Fig. 1: run 1, sequential cells colored by netlist name
The bar under the picture is 50 µm long.
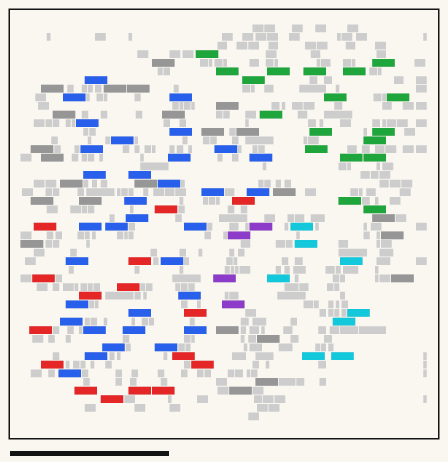
Fig. 2: run 1, floorplan with the power grid
The bar under the picture is 50 µm long. Pins as bars on the die edge. Tap cells in gray.
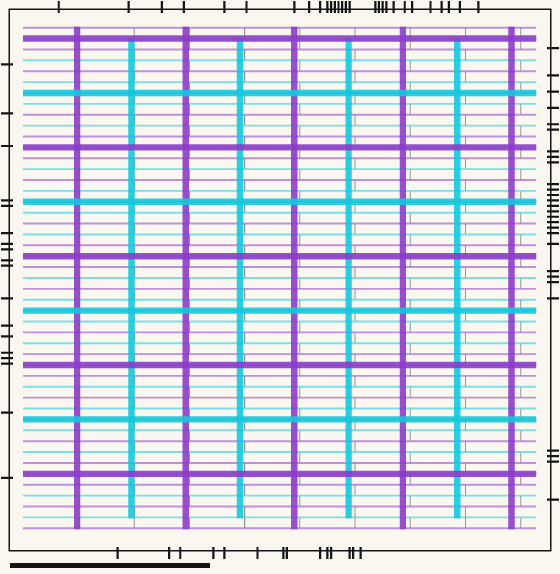
Fig. 3: run 1, placement view
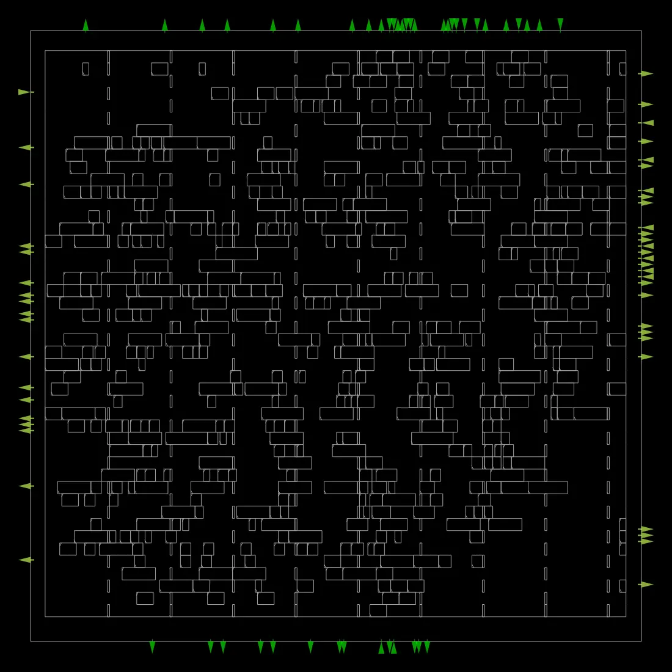
==> config.mk <==
export PLATFORM = sky130hd
export DESIGN_NAME = alu_bist_seq
export DESIGN_NICKNAME = d
export VERILOG_FILES = /design/src/rtl/alu_bist_seq.sv
export SDC_FILE = /design/constraint.sdc
export NUM_CORES = 1
export LEC_CHECK = 0
export ABC_CLOCK_PERIOD_IN_PS = 5800
export CORE_MARGIN = 3
export CORE_UTILIZATION = 25
export CTS_BUF_LIST = sky130_fd_sc_hd__clkbuf_16
export CTS_CLUSTER_SIZE = 25
export DETAILED_ROUTE_END_ITERATION = 16
export PLACE_DENSITY_LB_ADDON = 0.05
export SYNTH_ARGS = -nofsm -noshare
export SYNTH_HDL_FRONTEND = slang
export SYNTH_SLANG_ARGS = --single-unit
==> constraint.sdc <==
create_clock -name clk -period 5.8 [get_ports clk]
set_input_delay 1.16 -clock clk [delete_from_list [all_inputs] [get_ports clk]]
set_output_delay 1.16 -clock clk [all_outputs]
set_load 0.005 [all_outputs]
==> results.txt <==
Entry: Yosys synthesis followed by OpenROAD place and route.

Global routing:
- The run gives the leftover overflow at the end of global routing as 0.
- The run gives the initial antenna violation count as 0.
- The run puts the via count of the first global-routing pass at about 3,100.
- The run gives the pin count of the biggest net entering global routing as 105.
- The run gives the wire length of the first global-routing pass as 16,350 µm.
- For this run, the total global-route usage over all layers was measured as 0.1123.

Final layout:
- After the last flow step, the layout net total stands at about 540.
- The run gives the antenna diode instance count as 0.
- The run puts the ratio of cells with drive above 1 in the final layout at 0.04836.
- The run puts the final standard cell area without fillers at 5368 µm².
- The run puts the flip-flop count of the largest register after layout at 33.
- The run gives the area added between synthesis and finish as 29.06%.

STA:
- Setup repair after global routing left no endpoint under its margin.
- Per the slew report, the remaining headroom to the max-slew limit stands at 0.3172.
- Looking at the max-slew report, the worst-margin pin has a slew of 1.022 ns.
- The run puts the final tally of setup violations at 0.
- The run gives the sum of negative setup slack as 0 ns.
- The flow reports an fmax of between 0.3 and 0.4 GHz.
- The final timing report lists a max-slew violation count of 0.
- The run gives the final hold violation count as 0.
- The run puts the worst-case hold slack at 0.4720 ns.
- Clock skew on the completed layout was measured at 0.007287 ns.
- The run puts the share of the cycle needed by the critical path after routing at 0.4936.
- The run gives the shortest clock period the worst path allows after layout as ~2.9 ns.

Yosys:
- The run puts the number of different library cells in the post-synthesis netlist at around 42.
- The run gives the count of yosys warnings during synthesis as 0.
- For this run, the leading register cell type out of synthesis is dfxtp_1.
- The run puts the post-synthesis instance total at 451.
- The run puts the post-synth area from yosys stat at 4159 µm².
- Counting flops and latches in the post-synthesis netlist gives 103.
- The run gives the number of enable-type register cells in the synthesized netlist as 0.
- The synthesis report gives the async set-or-reset register share as 0.
- After synthesis, the mean cell area works out to 9.222 µm².
- The run puts the register area share after synthesis at 0.4958.
- The run puts the cell area after synthesis at 4159 µm².
- The synthesis report lists the most area-consuming cells as dfxtp_1, nand2b_1, nand2_1.
- The run gives the total cells reported by yosys after synthesis as 451.
- The run gives the library cell occupying the most area in the post-synthesis netlist as dfxtp_1.
- The run puts the area share of the largest cell type after synthesis at 0.4958.

Pwr:
- The share of total power dissipated in combinational logic is 0.391.
- In this run the static leakage power is 1.831 nW.
- The completed layout was analyzed and its total power is roughly 2.5 mW.
- Of the total power, registers draw 0.387.
- The run gives the internal power consumption as 1.656 mW.
- The run puts the power per cell area at 470.8 nW/µm².
- The power report attributes to the clock group a share of 0.222.
- The run gives the switching portion of total power as 0.3446.
- The run puts the switching component of the power at 0.8707 mW.

Worst setup path:
- In this design, the stage delay of the slowest critical-path cell is ~0.58 ns.
- STA classifies the critical path startpoint as an input pin.
- The worst setup path is of the in2reg kind.
- The run gives the required time reported for the critical path endpoint as 6.05 ns.
- The worst setup path is captured at a flip-flop.
- The run gives the data arrival time of the worst path as 3.11 ns.
- The run gives the worst-case register-to-register setup slack as approximately 3.4 ns.
- On the critical path, the stage with the largest delay is an instance of nand2b_2.
- In this run the critical path is formed by clkdlybuf4s50_1, nand2_1, buf_4, nand2b_2, o32ai_1.
- The run puts the highest net fanout along the worst path at around 43.
- The run gives the depth of the worst register-to-register path as 5.

Detailed routing:
- After detailed routing, the average wire length per cell comes to 13.45 µm.
- The routed layout has 3,190 vias.
- The run gives the number of DRC violations after detailed-routing iteration 0 as roughly 150.
- The run gives the total length of routed wires as 9858 µm.
- The run gives the via density per instance as 4.352.
- The first detailed-routing pass took 4 iterations.
- The count of nets left with antenna violations once routing finished came out at 0.
- For this run, design rule violations remaining after detail routing come to 0.

Run:
- The run gives the tally of OpenROAD warnings as 31.
- The run reported a max-capacitance violation count of 0.

Clock tree:
- TritonCTS built the clock tree.
- The run gives the number of H-tree levels as 3.
- The run gives the number of resized instances in the post-cts repair step as 0.
- The tree built by TritonCTS fans out to between 100 and 150 sinks.
- Looking at the post-CTS report, the setup buffer insertion count equals 0.
- The clock passes through at most 2 buffers.
- Clock-pin slew was measured on the worst setup and hold paths at 0.07 ns.
- In this run the clock root is driven by a clkbuf_16.
- Per the skew report, the later register of the worst-skew pair sees a clock latency of 0.35 ns.
- For this design, the CTS-stage hold fixing added 0 buffers.
- The run gives the number of clock buffers inserted by TritonCTS as 9.

Die:
- The run gives the top-level I/O count as between 80 and 90.
- The die covers 18,220 µm².
- For this configuration, the core starts out at a cell density of 0.2590.

Placed design:
- Input and output buffers added on the ports amount to 78.
- The run gives the final weighted congestion of routability-driven global placement as 0.7561.
- In this run the cell area measured after placement is 5106 µm².
- The wire-length estimate of the detail-placed layout is 6193 µm.

Status:
- The run finished with clean final reports.

Worst hold path:
- Note that the worst hold path type here is reg2reg.
- Counting instances, the worst hold path has a depth of 2.
-- Fig. 1 (at the start) --
| color | netlist name | flops |
|---|---|---|
| green | `signature` | 18 |
| cyan | `r_vec_cnt` | 8 |
| purple | `r_settle_cnt` | 4 |
| blue | `r_lfsr` | 33 |
| red | `b` | 16 |
not colored: 24
Seq area share: 0.3841
Seq power: 0.979 mW
fraction of the core area covered by cells at the end of the flow: 0.3343

-- Fig. 2 (at the start) --
| color | net |
|---|---|
| purple | VSS |
| cyan | VDD |
tap cells: 216
met4 straps: 9
rows: 46
chip width: 135.0 µm
placeable core area: 16,060 µm²
Worst VDD drop: 0.1999 mV
height of the chip: 135.0 µm

-- Fig. 3 (at the start) --
Finished Layout Cells: 733
FP Rows: 46

## run 1: per-stage QoR
stage               std cells  setup WS, ns
CTS                       733         2.877
floorplan                 459         3.715
global placement          718         2.563
finish                    733         2.937
global route              733         2.701
detailed placement        718         2.523
## run 1: final cells by class
class | count | area [µm²]
well taps | 216 | 270.3
flip-flops and latches | 103 | 2062
repair buffers | 82 | 810.8
multi-input cells | 312 | 1944
clock buffers | 9 | 225.2
inverters | 5 | 18.77
fillers | 1655 | 10690
clock inverters | 6 | 36.28
## run 1: layout by cell type, fill, tap and decap left out, drive strengths merged, types with 3 or more instances in the layout
cell | Yosys | final
dfxtp | 103 | 103
clkdlybuf4s50 | 0 | 78
nand2b | 69 | 69
xnor2 | 18 | 18
a211oi | 18 | 18
mux2i | 6 | 6
a21oi | 27 | 27
nand2 | 43 | 43
o21ai | 5 | 5
clkbuf | 29 | 9
nor2 | 24 | 24
buf | 10 | 4
or3 | 5 | 5
xor2 | 3 | 3
clkinv | 0 | 3
ha | 8 | 8
inv | 5 | 7
nand3 | 27 | 27
a31oi | 24 | 24
conb | 1 | 9
## run 1: Yosys cell counts (all sizes together) (2+ instances only)
cell,instances
dfxtp,103
nand2b,69
nand2,43
clkbuf,29
a21oi,27
nand3,27
a31oi,24
nor2,24
a211oi,18
xnor2,18
buf,10
ha,8
mux2i,6
inv,5
o21ai,5
or3,5
xor2,3
nand4,2
nand4b,2
nor2b,2
nor4b,2
or4b,2
## run 1: worst max-delay path: cells and delay by family
kind                   cells  cell delay, ns
AND-OR/OR-AND              1            0.47
buffers and inverters      2            0.80
AND/OR/NAND/NOR            2            0.68
## run 1: power groups by stage
stage / combinational, mW / sequential [mW] / clock, mW
floorplan: 0.615 / 0.986 / 0
global placement: 1.01 / 0.996 / 0
detailed placement: 1.01 / 0.997 / 0
CTS: 1.01 / 0.983 / 0.586
global route: 1.12 / 1.00 / 0.615
finish: 0.988 / 0.979 / 0.560
## run 1: routing by layer
metal | GRT usage | vias up | wire length (µm)
li1 | - | 1647 | -
met1 | 0.1482 | 1471 | 4807
met2 | 0.1729 | 65 | 4452
met3 | 0.04285 | 7 | 512
met4 | 0.02968 | 0 | 86
met5 | 0 | - | 0
## run 1: cell families after synthesis
family          Yosys count  share of synthesized area
simple gates            182                     0.2350
flops                   103                     0.4958
compound gates           84                     0.1294
buf+inv                  44                    0.04783
xor+xnor                 22                    0.04994
fa+ha+maj                 8                    0.02407
mux                       7                    0.01715
other cells               1                  0.0009017
Power and IR drop assume default switching activity.
